**Run 1: clock nets**

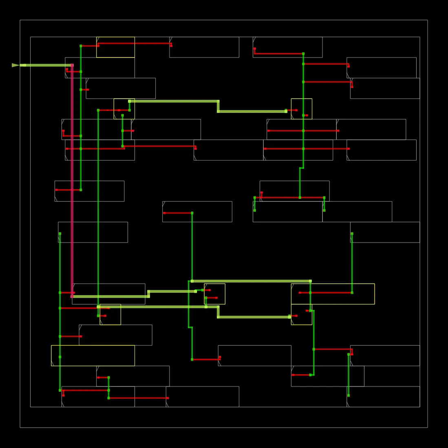
**Run 1: metal 1**

Supply wires on this layer in grey.
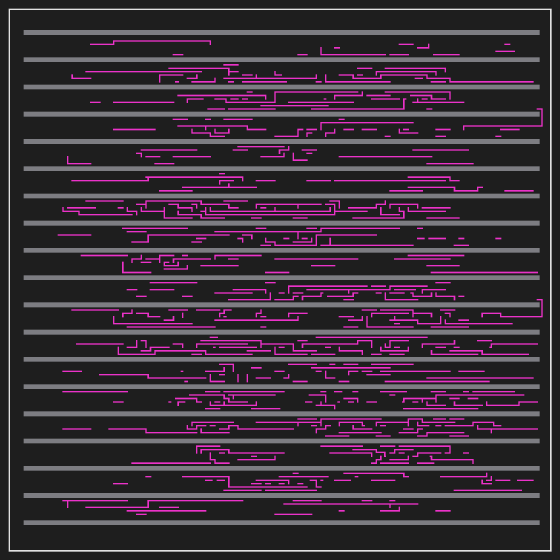
**Run 1: register map, names as in the netlist**

Other sequential cells in the stronger grey, the rest of the logic in the fainter grey.
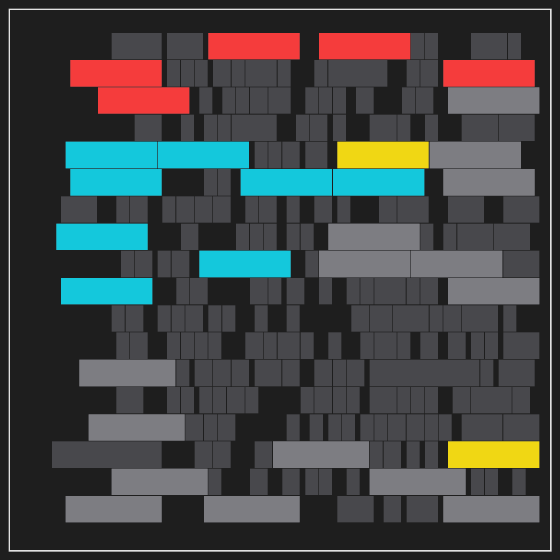
==> config.mk <==
export PLATFORM = sky130hd
export DESIGN_NAME = crc_serial_engine
export DESIGN_NICKNAME = d
export VERILOG_FILES = /design/src/rtl/crc_pkg.sv /design/src/rtl/crc_lfsr_step.sv /design/src/rtl/crc_serial_engine.sv
export SDC_FILE = /design/constraint.sdc
export NUM_CORES = 1
export LEC_CHECK = 0
export ABC_AREA = 1
export CORE_UTILIZATION = 60
export CTS_CLUSTER_DIAMETER = 150
export DETAILED_ROUTE_END_ITERATION = 6
export PLACE_DENSITY = 0.88
export SLEW_MARGIN = 20
export SYNTH_ARGS = -nofsm -noshare
export SYNTH_HDL_FRONTEND = slang
export SYNTH_HIERARCHICAL = 1
export SYNTH_SLANG_ARGS = --single-unit
==> constraint.sdc <==
create_clock -name clk -period 3.5 [get_ports clk]
set_input_delay 0.525 -clock clk [delete_from_list [all_inputs] [get_ports clk]]
set_output_delay 0.525 -clock clk [all_outputs]
set_load 0.01 [all_outputs]
==> src/rtl/crc_pkg.sv <==
// Shared types and the one-bit CRC update used by the serial CRC engine.
// crc_step works on a 32-bit container; callers pick the active width.
package crc_pkg;

    typedef enum logic [1:0] {
        IDLE,
        FRAME,
        APPEND
    } crc_state_e;

    localparam int          CRC_MAX_W        = 32;
    localparam logic [7:0]  CRC8_POLY        = 8'h07;
    localparam logic [15:0] CRC16_CCITT_POLY = 16'h1021;
    localparam logic [31:0] CRC32_POLY       = 32'h04C1_1DB7;

    function automatic logic [31:0] crc_step(
        input logic [31:0] cur,
        input logic        bit_in,
        input logic [31:0] poly,
        input int          width
    );
        logic [4:0]  msb;
        logic        fb;
        logic [31:0] nxt;
        logic [31:0] mask;
        msb = 5'(width - 1);
        fb  = cur[msb] ^ bit_in;
        nxt = (cur << 1) ^ (fb ? poly : 32'd0);
        if (width >= CRC_MAX_W) begin
            mask = '1;
        end else begin
            mask = (32'd1 << width) - 32'd1;
        end
        return nxt & mask;
    endfunction

endpackage

==> src/rtl/crc_lfsr_step.sv <==
// Combinational one-bit CRC update (MSB-first), shared by the generate and check paths.
module crc_lfsr_step
    import crc_pkg::*;
#(
    parameter int               CRC_W = 8,
    parameter logic [CRC_W-1:0] POLY  = CRC_W'(32'h07)
) (
    input  logic [CRC_W-1:0] cur,
    input  logic             bit_in,
    output logic [CRC_W-1:0] nxt
);

    assign nxt = CRC_W'(crc_step(32'(cur), bit_in, 32'(POLY), CRC_W));

endmodule

==> src/rtl/crc_serial_engine.sv <==
// Bit-serial CRC engine: passes frame bits through and either appends the CRC
// (generate mode) or compares the final register against RESIDUE (check mode).
//
// state  | meaning
// IDLE   | waiting for a frame; CRC register holds INIT
// FRAME  | accepting frame bits, CRC accumulating
// APPEND | shifting the CRC out MSB-first; input is stalled
module crc_serial_engine
    import crc_pkg::*;
#(
    parameter int               CRC_W   = 8,
    parameter logic [CRC_W-1:0] POLY    = CRC_W'(32'h07),
    parameter logic [CRC_W-1:0] INIT    = '1,
    parameter logic [CRC_W-1:0] XOR_OUT = '0,
    parameter logic [CRC_W-1:0] RESIDUE = '0
) (
    input  logic clk,
    input  logic rst,
    input  logic data_in,
    input  logic data_valid,
    input  logic data_sof,
    input  logic data_last,
    input  logic chk_en,
    output logic in_ready,
    output logic dout,
    output logic dout_valid,
    output logic dout_is_crc,
    output logic crc_done,
    output logic crc_ok,
    output logic crc_err
);

    localparam logic [4:0] CNT_LAST = 5'(CRC_W - 1);

    crc_state_e       state_q, state_d;
    logic [CRC_W-1:0] crc_q, crc_d;
    logic [CRC_W-1:0] shift_q, shift_d;
    logic [4:0]       cnt_q, cnt_d;
    logic             chk_q, chk_d;
    logic             dout_q, dout_d;
    logic             dout_valid_q, dout_valid_d;
    logic             dout_is_crc_q, dout_is_crc_d;
    logic             crc_done_q, crc_done_d;
    logic             crc_ok_q, crc_ok_d;
    logic             crc_err_q, crc_err_d;

    logic             accept;
    logic             start;
    logic             mode_cur;
    logic [CRC_W-1:0] crc_cur;
    logic [CRC_W-1:0] crc_nxt;

    assign in_ready = (state_q != APPEND);
    assign accept   = data_valid && in_ready;

    // A bit taken in IDLE starts a frame even without sof; sof always restarts.
    assign start    = data_sof || (state_q == IDLE);
    assign crc_cur  = start ? INIT : crc_q;
    assign mode_cur = start ? chk_en : chk_q;

    crc_lfsr_step #(
        .CRC_W (CRC_W),
        .POLY  (POLY)
    ) u_step (
        .cur    (crc_cur),
        .bit_in (data_in),
        .nxt    (crc_nxt)
    );

    always_comb begin
        state_d       = state_q;
        crc_d         = crc_q;
        shift_d       = shift_q;
        cnt_d         = cnt_q;
        chk_d         = chk_q;
        dout_d        = 1'b0;
        dout_valid_d  = 1'b0;
        dout_is_crc_d = 1'b0;
        crc_done_d    = 1'b0;
        crc_ok_d      = 1'b0;
        crc_err_d     = 1'b0;

        case (state_q)
            IDLE, FRAME: begin
                if (accept) begin
                    dout_d       = data_in;
                    dout_valid_d = 1'b1;
                    chk_d        = mode_cur;
                    if (data_last) begin
                        crc_d = INIT;
                        if (mode_cur) begin
                            crc_done_d = 1'b1;
                            crc_ok_d   = (crc_nxt == RESIDUE);
                            crc_err_d  = (crc_nxt != RESIDUE);
                            state_d    = IDLE;
                        end else begin
                            shift_d = crc_nxt ^ XOR_OUT;
                            cnt_d   = CNT_LAST;
                            state_d = APPEND;
                        end
                    end else begin
                        crc_d   = crc_nxt;
                        state_d = FRAME;
                    end
                end
            end

            APPEND: begin
                dout_d        = shift_q[CRC_W-1];
                dout_valid_d  = 1'b1;
                dout_is_crc_d = 1'b1;
                shift_d       = shift_q << 1;
                if (cnt_q == 5'd0) begin
                    crc_done_d = 1'b1;
                    state_d    = IDLE;
                end else begin
                    cnt_d = cnt_q - 5'd1;
                end
            end

            default: begin
                state_d = IDLE;
                crc_d   = INIT;
            end
        endcase
    end

    always_ff @(posedge clk or posedge rst) begin
        if (rst) begin
            state_q       <= IDLE;
            crc_q         <= INIT;
            shift_q       <= '0;
            cnt_q         <= '0;
            chk_q         <= 1'b0;
            dout_q        <= 1'b0;
            dout_valid_q  <= 1'b0;
            dout_is_crc_q <= 1'b0;
            crc_done_q    <= 1'b0;
            crc_ok_q      <= 1'b0;
            crc_err_q     <= 1'b0;
        end else begin
            state_q       <= state_d;
            crc_q         <= crc_d;
            shift_q       <= shift_d;
            cnt_q         <= cnt_d;
            chk_q         <= chk_d;
            dout_q        <= dout_d;
            dout_valid_q  <= dout_valid_d;
            dout_is_crc_q <= dout_is_crc_d;
            crc_done_q    <= crc_done_d;
            crc_ok_q      <= crc_ok_d;
            crc_err_q     <= crc_err_d;
        end
    end

    assign dout        = dout_q;
    assign dout_valid  = dout_valid_q;
    assign dout_is_crc = dout_is_crc_q;
    assign crc_done    = crc_done_q;
    assign crc_ok      = crc_ok_q;
    assign crc_err     = crc_err_q;

endmodule

==> notes.md, run 1 <==
Results of the full flow below.

CTS:
- The run gives the buffer cell driving the clock tree root as clkbuf_4.
- CTS reports a maximum clock tree buffer depth of 2.
- The run puts the cts-stage hold buffer count at 0.
- The run gives the H-tree depth as 2.

Finish:
- The finished design was reported to have a net count of 227.
- The run puts the fraction of layout instances using a drive strength above 1 at 0.1409.
- The run gives the number of standard cells in the final layout excluding fillers as 250.
- The run puts the count of fill cells added during filler insertion at 186.

Placement:
- The run gives the number of buffers inserted by port buffering as 13.
- Per the gpl log, the routability congestion estimate is 0.8610.

Timing:
- At the pin with the least slew margin, the transition time is 609.9 ps.
- The run gives the fmax as 0.3981 GHz.

Power:
- The run puts the internal power summed over all cells at 986.8 uW.

Drt:
- The routed layout has 1324 vias.
- Summed over all layers, the routed wires come to 3.126 mm.
- Wire segments on met3 add up to 192 um in the final route.

Status:
- The run finished with clean final reports.

Synthesis:
- The biggest area contributor in the post-synthesis netlist is dfrtp_1.
- The run gives the most used flip-flop cell after synthesis as dfrtp_1.

Floorplan:
- The run puts the total die area at 2908 um2.
- The run puts the core area at 2522 um2.

Setup path:
- By startpoint and endpoint, the worst setup path is classified as flip-flop to output port.

Global routing:
- The run gives the first-pass GRT wire length as 5.154 mm.
Back to the opening pictures, 'clock nets':
Skew-Pair Late Insertion Delay: 340 ps
layout clock buffer count: 6
clock sink count: 30

Back to the opening pictures, 'metal 1':
- main direction: horizontal
- wire length on this layer: 1410 um

Back to the opening pictures, 'register map, names as in the netlist':
- cnt_q: red (sequential cells 5)
- shift_q: cyan (sequential cells 8)
- state_q: yellow (sequential cells 2)

## run 1: cell families (layout without fill, tap and decap cells)
| group | Yosys count | in the layout |
|---|---|---|
| AND/OR/NAND/NOR | 108 | 108 |
| XOR/XNOR | 1 | 1 |
| AND-OR/OR-AND | 26 | 26 |
| buffers and inverters | 42 | 54 |
| adder cells (fa/ha/maj) | 1 | 1 |
| flip-flops | 30 | 30 |
## run 1: area by class of cell
class / instances / area (um2) / area share
multi-input combinational: 136 / 660.6 / 0.3621
sequential: 30 / 760.7 / 0.4170
tap: 30 / 37.54 / 0.02058
clock inverter: 2 / 60.06 / 0.03292
inverter: 33 / 123.9 / 0.06790
timing repair buffer: 13 / 130.1 / 0.07133
clock buffer: 6 / 51.30 / 0.02812
## run 1: cells in the final DEF, fill, tap and decap left out
cell	instances
o21ai_1	1
nand2_2	1
a21oi_1	1
dfrtp_1	22
inv_2	3
clkbuf_4	5
nor2_2	1
a22o_1	1
bufinv_16	2
clkbuf_8	1
clkdlybuf4s50_1	13
or2_2	2
nand3_1	28
ha_1	1
nor2_1	7
nand3_2	3
xor2_1	1
o21ai_2	2
nand2_1	63
nand2_4	1
nand4_1	1
o21ai_0	20
dfstp_2	8
nor2_4	1
inv_1	30
o21ai_4	1
## run 1: path summary, 6_finish.rpt
path	from	to	slack, ps	cells after the start
setup / recovery	state_q[1]	in_ready	990	4
hold / removal	cnt_q[0]	cnt_q[0]	490	2
setup reg to reg	state_q[0]	crc_err	1580	11
hold reg to reg	cnt_q[0]	cnt_q[0]	490	2
max in group asynchronous	rst	shift_q[1]	2520	2
min in group asynchronous	rst	cnt_q[4]	570	2
## run 1: power by group through the flow
| stage | Clock, uW | Combinational [uW] | Sequential (uW) |
|---|---|---|---|
| floorplan | 0 | 501 | 593 |
| global placement | 0 | 602 | 596 |
| detailed placement | 0 | 618 | 602 |
| CTS | 373 | 624 | 594 |
| global route | 393 | 720 | 614 |
| finish | 368 | 625 | 594 |
## run 1: layer usage
metal,global-route usage,vias up
met3,0.09322,2
li1,-,672
met5,0,-
met2,0.4095,37
met1,0.3155,613
met4,0.1140,0
## run 1: worst max-delay path: stages (launching register included)
cell and delay [ps]:
dfrtp_1 420, inv_2 110, nor2_4 350, inv_2 230, clkdlybuf4s50_1 530
## run 1: stage by stage
| stage | util | cell area (um2) | setup slack (ps) | power, uW |
|---|---|---|---|---|
| floorplan | - | 1618 | 1657 | 1094 |
| global placement | 0.6791 | 1713 | 1136 | 1198 |
| detailed placement | 0.6791 | 1713 | 1076 | 1219 |
| CTS | 0.7232 | 1824 | 966.4 | 1592 |
| global route | 0.7232 | 1824 | 857.4 | 1726 |
| finish | 0.7232 | 1824 | 988.1 | 1588 |
## run 1: sequential cells by signal, summed over array words and instances, names as in the netlist, 2 cells and up
signal,flops
crc_q,8
state_q,2
cnt_q,5
shift_q,8
## Run 2: what changed since run 1
CORE_UTILIZATION = 56   (was 60)
PLACE_DENSITY = 0.84   (was 0.88)
clock period = 2.4 ns   (was 3.5 ns; I/O delays follow)
==> run 2 against run 1 <==
Effect of this change:
- routed wire length fell by 0.93%
- critical path depth unchanged
- utilization shrank 6.8 points
- clock skew shrank 5.9 ps
- area after synthesis is the same
- first-iteration DRC count is 1.5% higher
- count of clock-buffer cells in the layout unchanged
- critical path type unchanged
- largest power group unchanged
==> notes.md, run 2 <==
Results of the full flow below.

Finish:
- The count of fill cells added during filler insertion is 243 (+31%).
- The run puts the final standard cell area without fillers at 1808 um2 (-0.89%).
- The run gives the number of nets at the end of the flow as 231 (+1.8%).
- By instance count after routing, the leading logic cell types are nand2_1, inv_1, nand3_1.
- The registers reported with the highest flop counts are crc_q (8), shift_q (8), cnt_q (5).
- By instance count after routing, the leading logic cell type is nand2_1.
- The run gives the combined area of the multi-input logic cells as 660.6 um2 (unchanged).

Setup path:
- The run puts the number of buffer and inverter instances along the worst setup path at 3 (unchanged).
- The slowest stage of the critical path is the clkdlybuf4s50_1 cell.
- The run gives the critical path's largest stage delay as 530 ps (about the same).
- The most numerous cell type found on the critical path is inv_2.

Global routing:
- The first-pass GRT wire length is 5.257 mm (+2.0%).
- The global-route met3 utilization was 0.06279 (-0.03043).
- The met1 capacity usage during global routing came to 0.3077 (-0.007816).
- met2 is the most crowded layer.

CTS:
- The run puts the number of sinks on the clock net at 30 (unchanged).
- The run puts the maximum number of buffers from clock root to sink at 2 (unchanged).
- The run puts the cts-stage hold buffer count at 0 (unchanged).
- The tree is rooted in a clkbuf_4.
- The run puts the H-tree depth at 2 (unchanged).

Floorplan:
- The run gives the core area as 2758 um2 (+9.3%).

Timing:
- The run gives the fmax as 0.5164 GHz.
- The run puts the actual transition at the worst max-transition pin at 504.6 ps (-105.3 ps).
- The run puts the setup slack after layout at 463.6 ps (-524.5 ps).

Drt:
- The run gives the wire length after detailed routing as 3.097 mm (-0.93%).

Synthesis:
- The commonest register cell is dfrtp_1.

Status:
- The run finished with clean final reports.

Power:
- The internal power summed over all cells was 1250 uW (+27%).

Placement:
- The run gives the placed instance area as 1744 um2 (+1.8%).
- The run gives the worst setup slack before clock tree synthesis as 273.4 ps (-802.1 ps).
- The run puts the number of buffers inserted by port buffering at 13 (unchanged).
run 2: cell families (layout without fill, tap and decap cells):
| group | after synthesis | after routing | synth area share |
|---|---|---|---|
| buffers and inverters | 42 | 58 | 0.1214 |
| adders and majority gates | 1 | 1 | 0.007733 |
| DFF | 30 | 30 | 0.4702 |
| xor gates and xnor gates | 1 | 1 | 0.005415 |
| and+or+nand+nor | 108 | 108 | 0.3009 |
| AOI/OAI and AO/OA | 26 | 26 | 0.09436 |
run 2: metrics by stage:
step / util / cells
finish: 0.6556 / 255
global route: 0.6556 / 255
CTS: 0.6556 / 255
detailed placement: 0.6325 / 247
global placement: 0.6325 / 247
floorplan: - / 208
run 2: layout make-up:
class                           count  area share
Timing Repair Buffer               17     0.08858
Multi-Input combinational cell    136      0.3654
Clock buffer                        6     0.02837
Clock inverter                      2    0.006920
Inverter                           33     0.06851
Sequential cell                    30      0.4208
Tap cell                           31     0.02145
run 2: tightest hold or removal path: cells and delay by family:
family / cells / cell delay (ps)
buffers and inverters: 3 / 800
run 2: routing by layer:
layer	share of wire	vias up
met2	0.44	41
met5	0	-
met4	0.022	0
met3	0.046	7
met1	0.49	595
li1	-	680
run 2: worst paths after layout:
| kind | startpoint | to | slack (ps) | cells past startpoint |
|---|---|---|---|---|
| max reg2reg | state_q[1] | crc_err | 640 | 11 |
| max | state_q[1] | in_ready | 460 | 4 |
| min in group clk | cnt_q[0] | cnt_q[0] | 490 | 2 |
| min | rst | crc_done | 400 | 3 |
| max in group asynchronous | rst | crc_q[7] | 1670 | 3 |
| min reg2reg | cnt_q[0] | cnt_q[0] | 490 | 2 |
run 2: power groups by stage:
| stage | registers (uW) | clock network, uW | logic, uW |
|---|---|---|---|
| floorplan | 866 | 0 | 730 |
| global placement | 867 | 0 | 911 |
| detailed placement | 875 | 0 | 922 |
| CTS | 865 | 333 | 931 |
| global route | 894 | 352 | 1070 |
| finish | 865 | 320 | 936 |
**Run 2: supply network**

Pins as bars on the die edge.
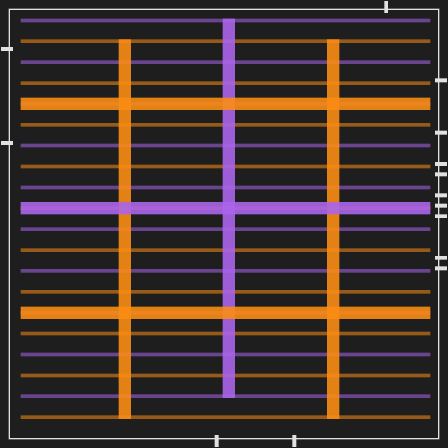
- VSS: orange
- VDD: purple
- met1 rails: 20
- rows: 19
- signal pins: 14

**Run 2: selected gate families**

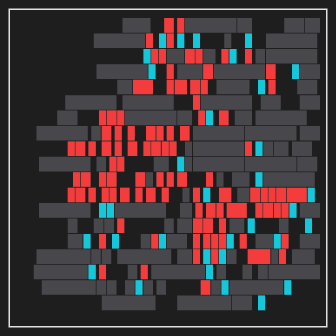
- NAND gates: red (cells 97; most used nand2_1)
- inverters: cyan (cells 33; most used inv_1)

**Run 2: register map, names as in the netlist**

Other sequential cells in the stronger grey, the rest of the logic in the fainter grey.
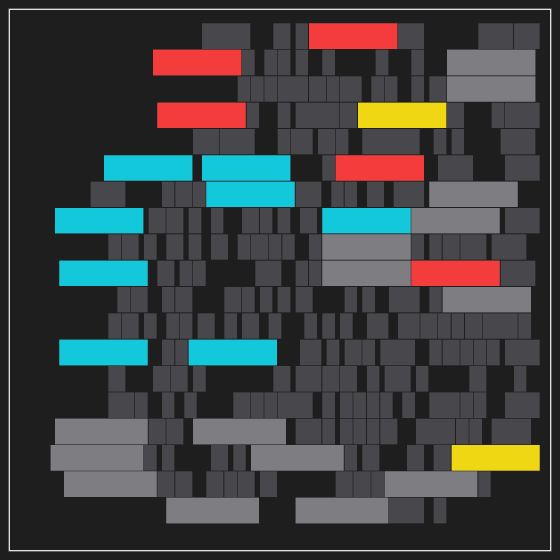
- cnt_q: red (sequential cells 5)
- state_q: yellow (sequential cells 2)
- shift_q: cyan (sequential cells 8)
- not coloured: 15

## Run 3: what changed since run 2
clock period = 1.8 ns   (was 2.4 ns; I/O delays follow)
==> run 3 against run 2 <==
Effect of this change:
- register-to-register slack worse by 570 ps
- die size unchanged
- area after synthesis unchanged
- setup slack worse by 390 ps
- first-iteration DRC count down 7.5%
- routed wire length rose by 2.2%
- flip-flop count unchanged
- count of clock-buffer cells in the layout shrank 1
- global-route usage is 0.95 points higher
- non-clock buffer count rose by 7
- final area up 4.3%
- cell count is 2.7% higher
- critical path type is now flip-flop to flip-flop
- largest cell class unchanged
- highest routed layer unchanged
==> notes.md, run 3 <==
Results of the full flow below.

Power:
- The run puts the standby leakage power at 0.001038 uW.
- The flow reported a cell area power density of 1594 nW/um2.
- The internal power summed over all cells was 1820 uW (+46%).

Synthesis:
- Per the synth stats, the proportion of register bits with asynchronous set or reset is 1.000.
- Sorting the synthesis cell report by count puts at the top nand2_1.

Setup path:
- The number of buffer and inverter instances along the worst setup path came to 2 (-1).
- The run gives the startpoint of the lowest-slack register-to-register path as state_q[1].
- The number of cells traversed by the worst register-to-register path is 11 (unchanged).
- Looking at the critical path, the single cell with the biggest stage delay is dfrtp_2.
- The run puts the critical path's largest stage delay at 460 ps (-70 ps).
- The run puts the worst reg-to-reg setup slack at 70 ps (-570 ps).
- STA lists the endpoint of the worst register-to-register path as crc_err.
- The run gives the cell repeated most along the worst path as nand2_1.

Finish:
- The run gives the number of standard cells in the final layout excluding fillers as 262 (+2.7%).
- The post-layout utilization of the core was 0.6838 (+0.02813).
- The top cell types in the final layout, fill and taps aside, are nand2_1, inv_1, nand3_1.
- Among logic cells in the layout, the one with the most instances is nand2_1.
- In the final layout, the registers with the most flip-flops are crc_q (8), shift_q (8), cnt_q (5).
- The run puts the number of nets at the end of the flow at 238 (+3.0%).

Placement:
- The run puts the cell count after placement at 253 (+2.4%).
- The worst setup slack before clock tree synthesis is -146.3 ps (-419.7 ps).
- The number of buffers inserted by port buffering was 13 (unchanged).

Status:
- The flow ran to the end, and the final reports show no timing, DRC or antenna violations.

Drt:
- The run gives the number of nets with antenna violations after routing as 0.
- The run puts the wire length after detailed routing at 3.166 mm (+2.2%).

CTS:
- The maximum number of buffers from clock root to sink is 2 (unchanged).
- The run gives the cts-stage hold buffer count as 0 (unchanged).
- The run gives the buffer cell driving the clock tree root as clkbuf_4.
- The run gives the number of sinks on the clock net as 30 (unchanged).
- The run puts the H-tree depth at 2 (unchanged).

Global routing:
- The run puts the first-pass GRT wire length at 5.513 mm (+4.9%).
- The run gives the met1 capacity usage during global routing as 0.3028 (-0.004940).
- The run puts the number of global-route vias before repair at 1252.
- Global routing put the most usage on met2.
- The run puts the global-route met3 utilization at 0.08372 (+0.02093).

Timing:
- The run gives the fmax as 0.5796 GHz.
- The run gives the actual transition at the worst max-transition pin as 478.0 ps (-26.57 ps).
- The run puts the setup slack after layout at 74.77 ps (-388.8 ps).

Floorplan:
- In this run the vertical extent of the chip is 55.75 um.
- The run gives the core area as 2758 um2 (unchanged).
- The run gives the share of the core filled by cells before placement as 0.5867.
run 3: cell families after synthesis:
family / Yosys count / share of synthesized area
simple gates: 108 / 0.3009
fa+ha+maj: 1 / 0.007733
buf+inv: 42 / 0.1214
xor+xnor: 1 / 0.005415
flops: 30 / 0.4702
compound gates: 26 / 0.09436
run 3: cell type report:
class                           count  area (um2)
Tap cell                           31       38.79
Multi-Input combinational cell    136       664.4
Sequential cell                    30       763.2
Clock inverter                      3       40.04
Inverter                           33       126.4
Fill cell                         209       872.1
Clock buffer                        5       37.54
Timing Repair Buffer               24       215.2
run 3: power by group through the flow:
| stage | clock [uW] | combinational (uW) | sequential [uW] |
|---|---|---|---|
| 2_1_floorplan | 0 | 974 | 1150 |
| 3_3_place_gp | 0 | 1250 | 1160 |
| 3_5_place_dp | 0 | 1280 | 1170 |
| 4_1_cts | 542 | 1310 | 1160 |
| 5_1_grt | 566 | 1490 | 1200 |
| 6_report | 532 | 1310 | 1170 |
run 3: repair_timing:
action,4_1_cts,5_1_grt
buffers inserted,1,0
resized,1,4
endpoints found under the setup margin,1,3
pin swaps,0,0
run 3: routing by layer:
metal | wire length (um) | part of all wire
met4 | 64 | 0.020
met1 | 1472 | 0.46
met3 | 181 | 0.057
met5 | 0 | 0
met2 | 1447 | 0.46
run 3: worst max path at each step:
stage,start,to,slack [ps],cells past startpoint
final,state_q[1],crc_err,70,11
after global placement,data_sof,crc_err,-100,13
after global routing,state_q[1],crc_err,-0.6,11
after floorplan,state_q[0],crc_err,140,11
after detailed placement,data_sof,crc_err,-150,14
after CTS,state_q[1],in_ready,30,4
run 3: tightest hold or removal path: cells and delay by family:
family / cells / cell delay (ps)
buffers and inverters: 3 / 770
run 3: metrics by stage:
step                area [um2]  total power [uW]  hold slack, ps
global route              1886              3263           318.0
CTS                       1877              3010           301.9
global placement          1789              2409           461.7
detailed placement        1789              2448           474.3
floorplan                 1618              2128           354.9
finish                    1886              3006           291.0
**Run 3: register map, names as in the netlist**

Other sequential cells in the stronger grey, the rest of the logic in the fainter grey.
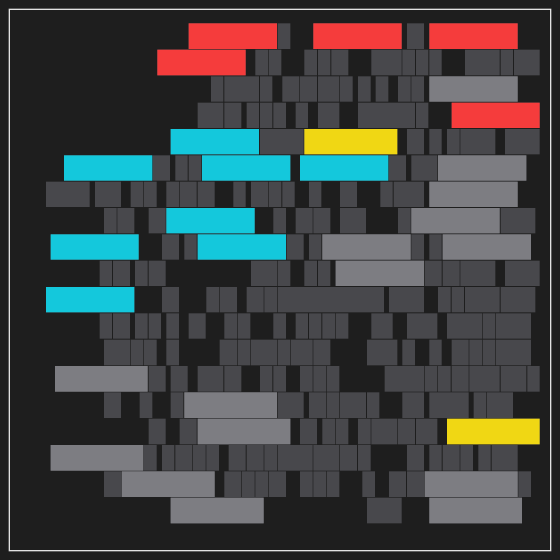
- cnt_q: red (sequential cells 5)
- shift_q: cyan (sequential cells 8)
- state_q: yellow (sequential cells 2)

**Run 3: clock nets**

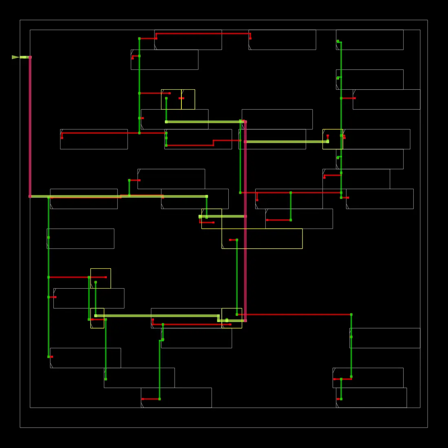
number of buffers created by CTS: 5
number of sequential cells: 30

**Run 3: metal 1**

Supply wires on this layer in grey.
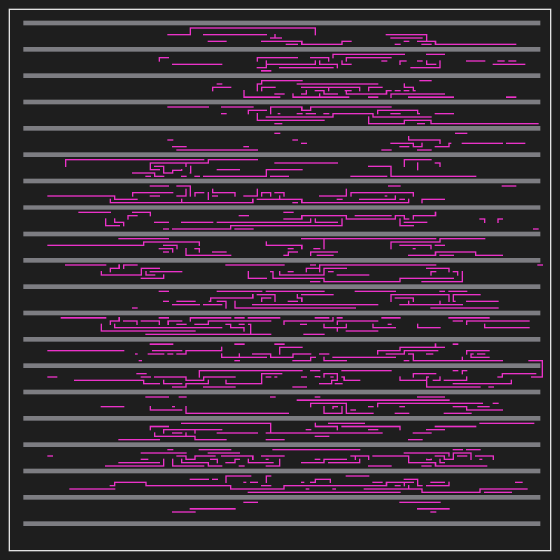
- wire length on this layer: 1470 um
- share of all routed wire: 46%

Power figures rest on the tool's default switching activity, not on a simulated workload.
